File: config.mk
export PLATFORM = sky130hd
export DESIGN_NAME = uart_tx_engine
export DESIGN_NICKNAME = d
export VERILOG_FILES = /design/src/rtl/uart_tx_engine.sv
export SDC_FILE = /design/constraint.sdc
export NUM_CORES = 1
export LEC_CHECK = 0
export CAP_MARGIN = 40
export CORE_UTILIZATION = 57
export DETAILED_ROUTE_END_ITERATION = 6
export PLACE_DENSITY_LB_ADDON = 0.12
export SETUP_SLACK_MARGIN = 0.15
export SYNTH_ARGS = -nofsm -noshare
export SYNTH_HDL_FRONTEND = slang
export SYNTH_SLANG_ARGS = --single-unit
File: constraint.sdc
create_clock -name clk -period 5.36 [get_ports clk]
set_input_delay 1.608 -clock clk [delete_from_list [all_inputs] [get_ports clk]]
set_output_delay 1.608 -clock clk [all_outputs]
set_load 0.05 [all_outputs]
File: src/rtl/uart_tx_engine.sv
// uart_tx_engine: 16550-style UART transmit serializer.
// Pops bytes from the TX FIFO and shifts out start, 5-8 data bits (LSB
// first), optional parity and 1/1.5/2 stop bits, timed by an oversampled
// baud strobe. Line-control fields are captured at pop time so that
// mid-frame LCR writes only affect the next frame.
module uart_tx_engine #(
  parameter int OVERSAMPLE = 16
) (
  input  logic       clk,
  input  logic       rst,
  input  logic       baud_pulse,
  input  logic [7:0] fifo_dout,
  input  logic       fifo_empty,
  output logic       fifo_pop,
  input  logic [1:0] wls,
  input  logic       stb,
  input  logic       pen,
  input  logic       eps,
  input  logic       sp,
  input  logic       brk,
  output logic       tx,
  output logic       tx_busy,
  output logic       tx_empty,
  output logic       frame_done
);

  // Tick counter must reach 2*OVERSAMPLE for a two-stop-bit STOP state.
  localparam int TW = $clog2(2 * OVERSAMPLE + 1);

  localparam logic [TW-1:0] LEN_ONE = TW'(OVERSAMPLE);
  localparam logic [TW-1:0] LEN_1P5 = TW'(OVERSAMPLE * 3 / 2);
  localparam logic [TW-1:0] LEN_TWO = TW'(2 * OVERSAMPLE);

  localparam logic [2:0] S_IDLE   = 3'd0;
  localparam logic [2:0] S_START  = 3'd1;
  localparam logic [2:0] S_DATA   = 3'd2;
  localparam logic [2:0] S_PARITY = 3'd3;
  localparam logic [2:0] S_STOP   = 3'd4;

  // Per-frame line control, frozen when the byte is popped. The parity
  // bit is resolved at latch time so eps/sp need not be kept.
  typedef struct packed {
    logic [1:0] wls;
    logic       stb;
    logic       pen;
    logic       par_bit;
  } frame_cfg_t;

  logic [2:0]    state;
  logic [TW-1:0] tick_cnt;
  logic [2:0]    bit_cnt;
  logic [7:0]    shift_reg;
  frame_cfg_t    cfg;
  frame_cfg_t    cfg_new;
  logic          tx_q;
  logic          done_q;

  logic [7:0]    data_mask;
  logic [TW-1:0] bit_len;
  logic          bit_end;
  logic          last_data;

  // Capture-side decode: word mask and parity of the head byte as it
  // will actually be transmitted (bits above the word length excluded).
  always_comb begin
    data_mask = 8'h1F;
    case (wls)
      2'b00:   data_mask = 8'h1F;
      2'b01:   data_mask = 8'h3F;
      2'b10:   data_mask = 8'h7F;
      default: data_mask = 8'hFF;
    endcase
    cfg_new.wls     = wls;
    cfg_new.stb     = stb;
    cfg_new.pen     = pen;
    // Even parity = XOR of data bits; odd inverts it; stick forces ~eps.
    cfg_new.par_bit = sp ? ~eps : ((^(fifo_dout & data_mask)) ^ ~eps);
  end

  // Length of the current bit in baud ticks and end-of-bit detection.
  always_comb begin
    bit_len = LEN_ONE;
    if (state == S_STOP) begin
      if (!cfg.stb)             bit_len = LEN_ONE;
      else if (cfg.wls == 2'b00) bit_len = LEN_1P5;
      else                      bit_len = LEN_TWO;
    end
    bit_end   = baud_pulse && (state != S_IDLE) && (tick_cnt == bit_len - 1'b1);
    last_data = (bit_cnt == ({1'b0, cfg.wls} + 3'd4));
  end

  // Pop only from IDLE with data present, and never while held in reset.
  assign fifo_pop   = (state == S_IDLE) && !fifo_empty && !rst;
  assign tx         = brk ? 1'b0 : tx_q;
  assign tx_busy    = (state != S_IDLE);
  assign tx_empty   = (state == S_IDLE) && fifo_empty;
  assign frame_done = done_q;

  // Baud tick counter: restarts on every bit boundary, idle while IDLE.
  always_ff @(posedge clk or posedge rst) begin
    if (rst) begin
      tick_cnt <= '0;
    end else if (state == S_IDLE || bit_end) begin
      tick_cnt <= '0;
    end else if (baud_pulse) begin
      tick_cnt <= tick_cnt + 1'b1;
    end
  end

  // Frame sequencer; tx_q is loaded with the bit of the state being entered.
  always_ff @(posedge clk or posedge rst) begin
    if (rst) begin
      state     <= S_IDLE;
      bit_cnt   <= '0;
      shift_reg <= '0;
      cfg       <= '0;
      tx_q      <= 1'b1;
      done_q    <= 1'b0;
    end else begin
      done_q <= 1'b0;
      case (state)
        S_IDLE: begin
          tx_q <= 1'b1;
          if (!fifo_empty) begin
            shift_reg <= fifo_dout;
            cfg       <= cfg_new;
            bit_cnt   <= '0;
            tx_q      <= 1'b0;
            state     <= S_START;
          end
        end
        S_START: begin
          if (bit_end) begin
            tx_q  <= shift_reg[0];
            state <= S_DATA;
          end
        end
        S_DATA: begin
          if (bit_end) begin
            if (last_data) begin
              if (cfg.pen) begin
                tx_q  <= cfg.par_bit;
                state <= S_PARITY;
              end else begin
                tx_q  <= 1'b1;
                state <= S_STOP;
              end
            end else begin
              shift_reg <= {1'b0, shift_reg[7:1]};
              tx_q      <= shift_reg[1];
              bit_cnt   <= bit_cnt + 3'd1;
            end
          end
        end
        S_PARITY: begin
          if (bit_end) begin
            tx_q  <= 1'b1;
            state <= S_STOP;
          end
        end
        S_STOP: begin
          if (bit_end) begin
            tx_q   <= 1'b1;
            done_q <= 1'b1;
            state  <= S_IDLE;
          end
        end
        default: begin
          tx_q  <= 1'b1;
          state <= S_IDLE;
        end
      endcase
    end
  end

endmodule

==> flow_summary_export.csv, run 1 <==
group,metric,value,unit
layout,diodes,0,
timing,slew_viol_final,0,
floorplan,num_rows,18,
synthesis,avgSynthCellArea,9.539,µm²
power_and_ir_drop,power_density,387.4,mW/mm²
job,warnings,26,
power_and_ir_drop,total_power,0.0007304,W
setup_path,rr_startpoint,"state[1]$_DFFE_PP0P_",
synthesis,netlist_instances,165,
layout,syn2layout_area_growth,19.79,%
placed_design,dp_worst_setup_slack,0.6008,ns
layout,regArea,676.9,µm²
placed_design,place_area,0.001858,mm²
route,avgRoutedWirePerCell,14.64,µm
synthesis,synthArstFlopShare,100.0,%
layout,mi_logic_area,842.1,µm²
route,drc,0,
placed_design,dp.final_hpwl,2406,µm
timing,finalSetupTns,0,ns
timing,min_period,4.784,ns
clock_tree,post_cts_buffers,0,
grt,overflow,0,
synthesis,synth.distinct_cells,48,
setup_path,endpoint_kind,"primary output",
clock_tree,ctsResizeCount,0,
synthesis,edf_count,0,
clock_tree,h-tree-depth,1,
floorplan,coreArea,0.002545,mm²
grt,grt_pass1_vias,1240,
timing,tightestPinTransition,0.5503,ns
timing,final.setup.worst_slack,0.5764,ns
floorplan,die_w,54.55,µm
route,dr.pass1.iters,4,
setup_path,startpoint_type,"primary input",
setup_path,crit_chain,"clkdlybuf4s50_1 -> or3_1 -> or2_2 -> nor2_1 -> buf_12",
setup_path,worstPathMaxFanout,7,
min_path,hp-class,"reg -> reg",
run_status,status,"finished, final reports clean",
synthesis,yosys_area,0.001574,mm²
grt,grt_pass1_wl,5361,µm
timing,setup_viol,0,
route,drt_wl_total,3206,µm
setup_path,crit_type,"in -> out",
timing,relSlewSlack,63.27,%
timing,finalCritPeriodShare,89.25,%
synthesis,syn_nets,187,
route,drt-initial-drc-count,20,
clock_tree,cts_sinks,27,
setup_path,arrival,3.18,ns
synthesis,top_cells_by_area,"dfrtp_1, nand2_1, a2bb2oi_1",
synthesis,synth_flops,27,
layout,most-common-layout-cells,"dfrtp_1, nand2_1, clkdlybuf4s50_1",
[run 1: through the flow]
stage / std cells / hold WS [ns]
after floorplan: 165 / 0.4396
after global placement: 214 / 0.4633
after detailed placement: 215 / 0.4947
after CTS: 219 / 0.5267
after global routing: 219 / 0.5675
final: 219 / 0.5290
[run 1: synth_stat cells, types with 2 or more instances]
master,instances
a21oi_1,4
a2bb2oi_1,7
and4_1,2
buf_2,2
clkbuf_1,2
dfrtp_1,26
ha_1,3
inv_1,7
mux2i_1,2
nand2_1,22
nand3_1,3
nand3b_1,2
nand4_1,2
nor2_1,16
nor2b_1,4
nor3_1,3
o21ai_0,5
o22ai_1,7
o31a_1,2
or2_2,2
or3_1,4
xnor2_1,6
xor2_1,7
[run 1: report_power, final]
part           total (W)  switching [W]  internal (W)  leakage (nW)
Clock          0.0000898      0.0000618     0.0000280        0.0177
Sequential      0.000351      0.0000682      0.000283         0.331
Combinational   0.000290       0.000152      0.000138         0.469
[run 1: area by class of cell]
cell class / count / share of cell area [%]
inverter: 7 / 1.393
timing repair buffer: 25 / 14.60
sequential: 27 / 35.90
clock inverter: 1 / 0.2654
multi-input combinational: 126 / 44.66
clock buffer: 3 / 1.194
tap: 30 / 1.991
[run 1: worst max-delay path: cells and delay by family]
family,cells,cell delay [ns]
buf+inv,2,0.63
simple gates,3,0.94
[run 1: routing by layer]
layer  part of all wire, %  global-route usage, %  vias up
li1                      -                      -      640
met1                    43                  31.57      633
met3                   3.2                  2.778        4
met2                    53                  44.11       28
met5                     0                      0        -
met4                  0.59                  8.547        0
[run 1: logic make-up (layout without fill, tap and decap cells)]
family	after synthesis	count (layout)	synth area share, %
AOI/OAI and AO/OA	38	38	18.44
xor gates and xnor gates	14	14	8.664
adders and majority gates	3	3	2.385
buffers and inverters	12	36	3.498
DFF	27	27	43.00
muxes	2	2	1.272
and+or+nand+nor	69	69	22.73
[run 1: how the worst min path moves through the flow]
| stage | startpoint | endpoint | slack (ns) | cells past startpoint |
|---|---|---|---|---|
| finish | cfg[0]$_DFFE_PP0P_ | cfg[0]$_DFFE_PP0P_ | 0.53 | 2 |
| global route | cfg[0]$_DFFE_PP0P_ | cfg[0]$_DFFE_PP0P_ | 0.57 | 2 |
| CTS | cfg[0]$_DFFE_PP0P_ | cfg[0]$_DFFE_PP0P_ | 0.53 | 2 |
| detailed placement | cfg[0]$_DFFE_PP0P_ | cfg[0]$_DFFE_PP0P_ | 0.49 | 2 |
| global placement | cfg[0]$_DFFE_PP0P_ | cfg[0]$_DFFE_PP0P_ | 0.46 | 2 |
| floorplan | cfg[0]$_DFFE_PP0P_ | cfg[0]$_DFFE_PP0P_ | 0.44 | 2 |
Fig. 1: run 1, cells by drive strength
Drawn at 6 px/µm.
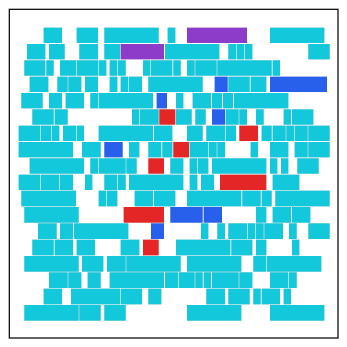
cyan -> x1 and smaller  # cells 172, share 91%
purple -> x6 and larger  # cells 2, share 1.1%
red -> x3 and x4  # cells 7, share 3.7%
blue -> x2  # cells 8, share 4.2%

Fig. 2: run 1, placement view
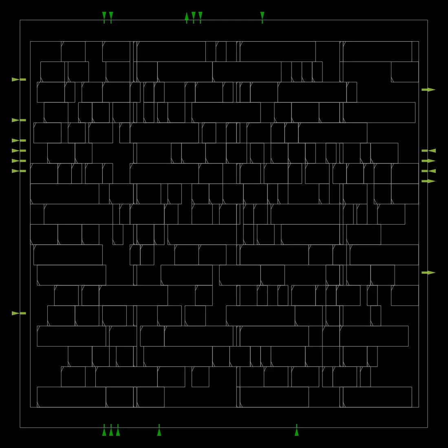
sequential cell area share: 35.90%
Seq Cell Count: 27
end-of-flow core utilization: 74.09%

Fig. 3: run 1, placement density heat map
Drawn at 6 px/µm. 11 x 11 tiles, from dark blue (low) to red (high), 0 to 100% covered.
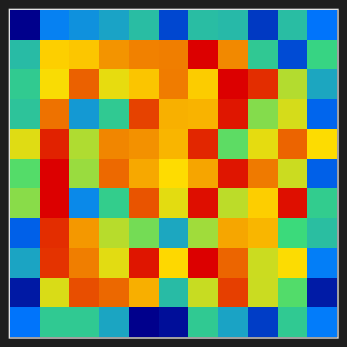
nearly empty tiles = 1.7%
tiles over 75% full = 41%
fullest tile = 100%
mean over tiles = 62%
densest ninth of the die = centre

Fig. 4: run 1, M1 wires
Drawn at 10 px/µm. Supply wires on this layer in grey.
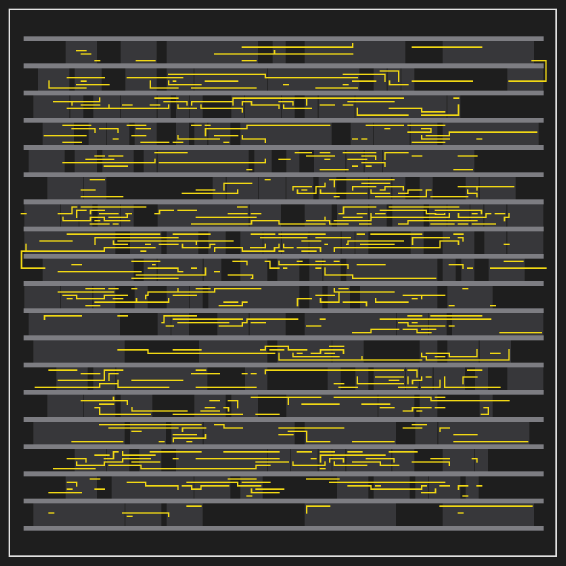

## Run 2: what changed since run 1
RECOVER_POWER = 100   (was unset)
Fig. 5: run 2, M1 wires
Drawn at 10 px/µm. Supply wires on this layer in grey.
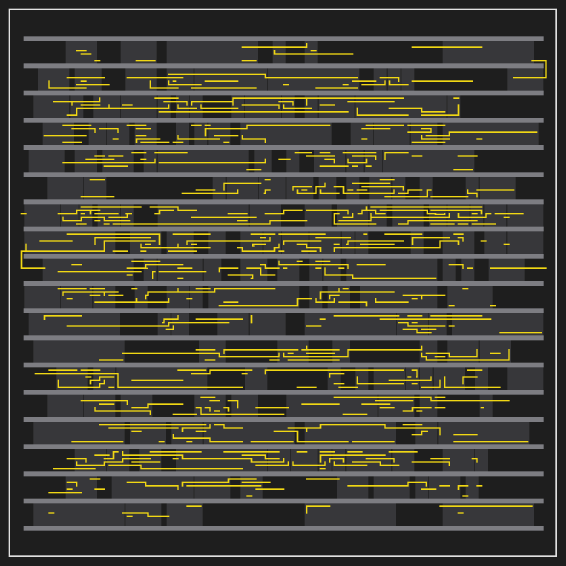
longest straight run = 18.9 µm
nets with wire on the layer = 184
main direction = horizontal
wire length on this layer = 1,400 µm
share of all routed wire = 44%

Fig. 6: run 2, wires at chosen ports, followed through buffers
Drawn at 6 px/µm.
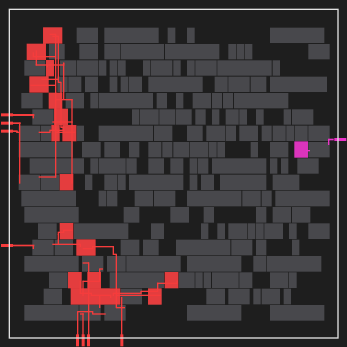
magenta -> tx_empty  # bits 1, direction output, edge right, end cells 1, buffers 1, wire 2.00 µm
red -> fifo_dout  # bits 8, direction input, edge 4 bottom, 4 left, end cells 16, buffers 8, wire 215 µm
count of buffers from port buffering: 23
Ports: 24

Fig. 7: run 2, placement density heat map
Drawn at 6 px/µm. 11 x 11 tiles, from dark blue (low) to red (high), 0 to 100% covered.
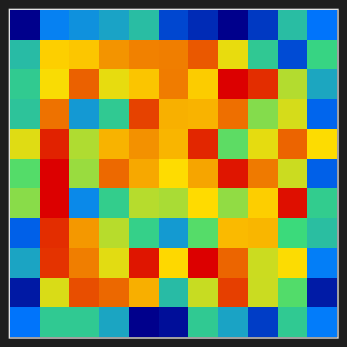
nearly empty tiles = 2.5%
densest ninth of the die = centre
mean over tiles = 61%
tiles over 75% full = 39%
fullest tile = 100%
Core Area: 0.002545 mm²
FP Util: 61.85%
end-of-flow core utilization: 72.17%

==> flow_summary_export.csv, run 2 <==
group,metric,value,unit
synthesis,common_cells,"dfrtp_1, nand2_1, nor2_1",
setup_path,arrival,3.28,ns
clock_tree,cts.reportedPaths.clkPinSlew,0.14,ns
power_and_ir_drop,power_density,392.2,mW/mm²
synthesis,synthArstFlopShare,100.0,%
grt,overflow,0,
setup_path,crit_type,"in -> out",
timing,max_freq,0.2045,GHz
route,drt-initial-drc-count,18,
setup_path,ff2ff_path_depth,8,
setup_path,worstPathMaxFanout,7,
placed_design,place_area,0.001858,mm²
synthesis,yosysMostFrequentCell,"dfrtp_1",
synthesis,edf_count,0,
power_and_ir_drop,leakagePower,0.8144,nW
layout,most-common-layout-cells,"dfrtp_1, nand2_1, nor2_1",
layout,diodes,0,
synthesis,avgSynthCellArea,9.539,µm²
setup_path,worst-path-buf-inv,2,
run_status,status,"finished, final reports clean",
synthesis,ys_cells,165,
floorplan,die_h,54.55,µm
setup_path,cp_top_family,"simple AND/OR/NAND/NOR gates",
timing,tightestPinTransition,1.092,ns
clock_tree,h-tree-depth,1,
min_path,hold_path_depth,2,
route,dr.pass1.iters,4,
grt,grt_pass1_wl,5361,µm
synthesis,yosys.area_share.xor_xnor,8.665,%
setup_path,startpoint_type,"primary input",
grt,grt_pass1_vias,1240,
min_path,hp-class,"reg -> reg",
min_path,holdCritStartpoint,"cfg[0]$_DFFE_PP0P_",
setup_path,slowest_stage,"dlygate4sd3_1",
timing,finalHoldViolCount,0,
synthesis,top_cells_by_area,"dfrtp_1, nand2_1, a2bb2oi_1",
setup_path,endpoint_kind,"primary output",
clock_tree,post_cts_buffers,0,
power_and_ir_drop,p_clk_share,12.4,%
synthesis,yosys_area,0.001574,mm²
synthesis,compound_area_share,18.44,%
synthesis,synth.distinct_cells,48,
power_and_ir_drop,p_sw,0.0002790,W
route,drc,0,
clock_tree,ctsHoldBuffers,0,
setup_path,crit_chain,"dlygate4sd3_1 -> or3_1 -> or2_2 -> nor2_1 -> buf_12",
timing,setup_viol,0,
job,warnings,26,
power_and_ir_drop,p_seq_share,48.8,%
timing,finalCritPeriodShare,91.23,%
timing,relSlewSlack,26.56,%
floorplan,num_rows,18,
synthesis,netlist_instances,165,
synthesis,top_area_share,41.34,%
timing,clock_skew,0.005800,ns
clock_tree,cts_sinks,27,
synthesis,synth_flops,27,
synthesis,syn_nets,187,
min_path,worstHoldEndpoint,"cfg[0]$_DFFE_PP0P_",
setup_path,rr_startpoint,"state[1]$_DFFE_PP0P_",
synthesis,adder_share,2.385,%
timing,finalSetupTns,0,ns
route,avgRoutedWirePerCell,14.58,µm
layout,fin_cells,219,
power_and_ir_drop,swShare,38.72,%
synthesis,ys_sh_simple,22.73,%
route,drt_wl_total,3194,µm
placed_design,place_inst,215,
power_and_ir_drop,p_int,0.0004414,W
synthesis,yosys.stat.seqShare,43.00,%
layout,nets,212,
synthesis,mux_area_share,1.272,%
synthesis,synthTopLogicFamily,"simple AND/OR/NAND/NOR gates",
clock_tree,ctsResizeCount,0,
floorplan,die_w,54.55,µm
power_and_ir_drop,power_frac_comb,38.8,%
timing,min_period,4.890,ns
layout,syn2layout_area_growth,16.69,%
placed_design,dp.final_hpwl,2406,µm
timing,slew_viol_final,0,
route,ant_nets,0,
==> run 2: worst max path at each step <==
stage / startpoint / to / slack (ns) / cells past startpoint
6_report: fifo_empty / fifo_pop / 0.47 / 5
5_1_grt: fifo_empty / fifo_pop / 0.42 / 5
4_1_cts: fifo_empty / fifo_pop / 0.59 / 5
3_5_place_dp: fifo_empty / fifo_pop / 0.60 / 5
3_3_place_gp: fifo_empty / fifo_pop / 0.62 / 5
2_1_floorplan: fifo_empty / fifo_pop / 0.71 / 4
==> run 2: through the flow <==
step	hold WS [ns]	setup WS, ns	power (W)
after floorplan	0.4396	0.7077	0.0005586
after global placement	0.4633	0.6152	0.0006279
after detailed placement	0.4947	0.6008	0.0006446
after CTS	0.5267	0.5864	0.0007343
after global routing	0.5675	0.4153	0.0007696
final	0.5301	0.4699	0.0007204
==> run 2: metal layers <==
metal	track usage [%]	vias to the layer above	wire [µm]
met4	8.547	0	24
li1	-	637	-
met5	0	-	0
met1	31.57	637	1404
met2	44.11	21	1690
met3	2.778	4	74
==> run 2: logic make-up after synthesis <==
kind of cell,Yosys count
muxes,2
AOI/OAI and AO/OA,38
adders and majority gates,3
xor gates and xnor gates,14
and+or+nand+nor,69
buffers and inverters,12
DFF,27
==> run 2: worst register-to-register path, delay by kind of cell, from the launching register on <==
kind,cells,cell delay [ns]
compound gates,3,1.23
fa+ha+maj,1,0.27
simple gates,3,0.83
flops,1,0.47
xor+xnor,1,0.14
==> run 2: power groups by stage <==
stage	Sequential [W]	Clock [W]	Combinational, W
6_report	0.000351	0.0000895	0.000280
5_1_grt	0.000361	0.0000974	0.000312
4_1_cts	0.000351	0.0000911	0.000292
3_5_place_dp	0.000354	0	0.000290
3_3_place_gp	0.000351	0	0.000277
2_1_floorplan	0.000336	0	0.000223
==> run 2: layout make-up <==
cell class / instances / area (µm²)
sequential: 27 / 676.9
multi-input combinational: 126 / 817.0
clock inverter: 1 / 5.005
fill: 207 / 708.2
clock buffer: 3 / 22.52
timing repair buffer: 25 / 251.5
inverter: 7 / 26.28
tap: 30 / 37.54
Power is estimated from default activity; no workload was simulated.
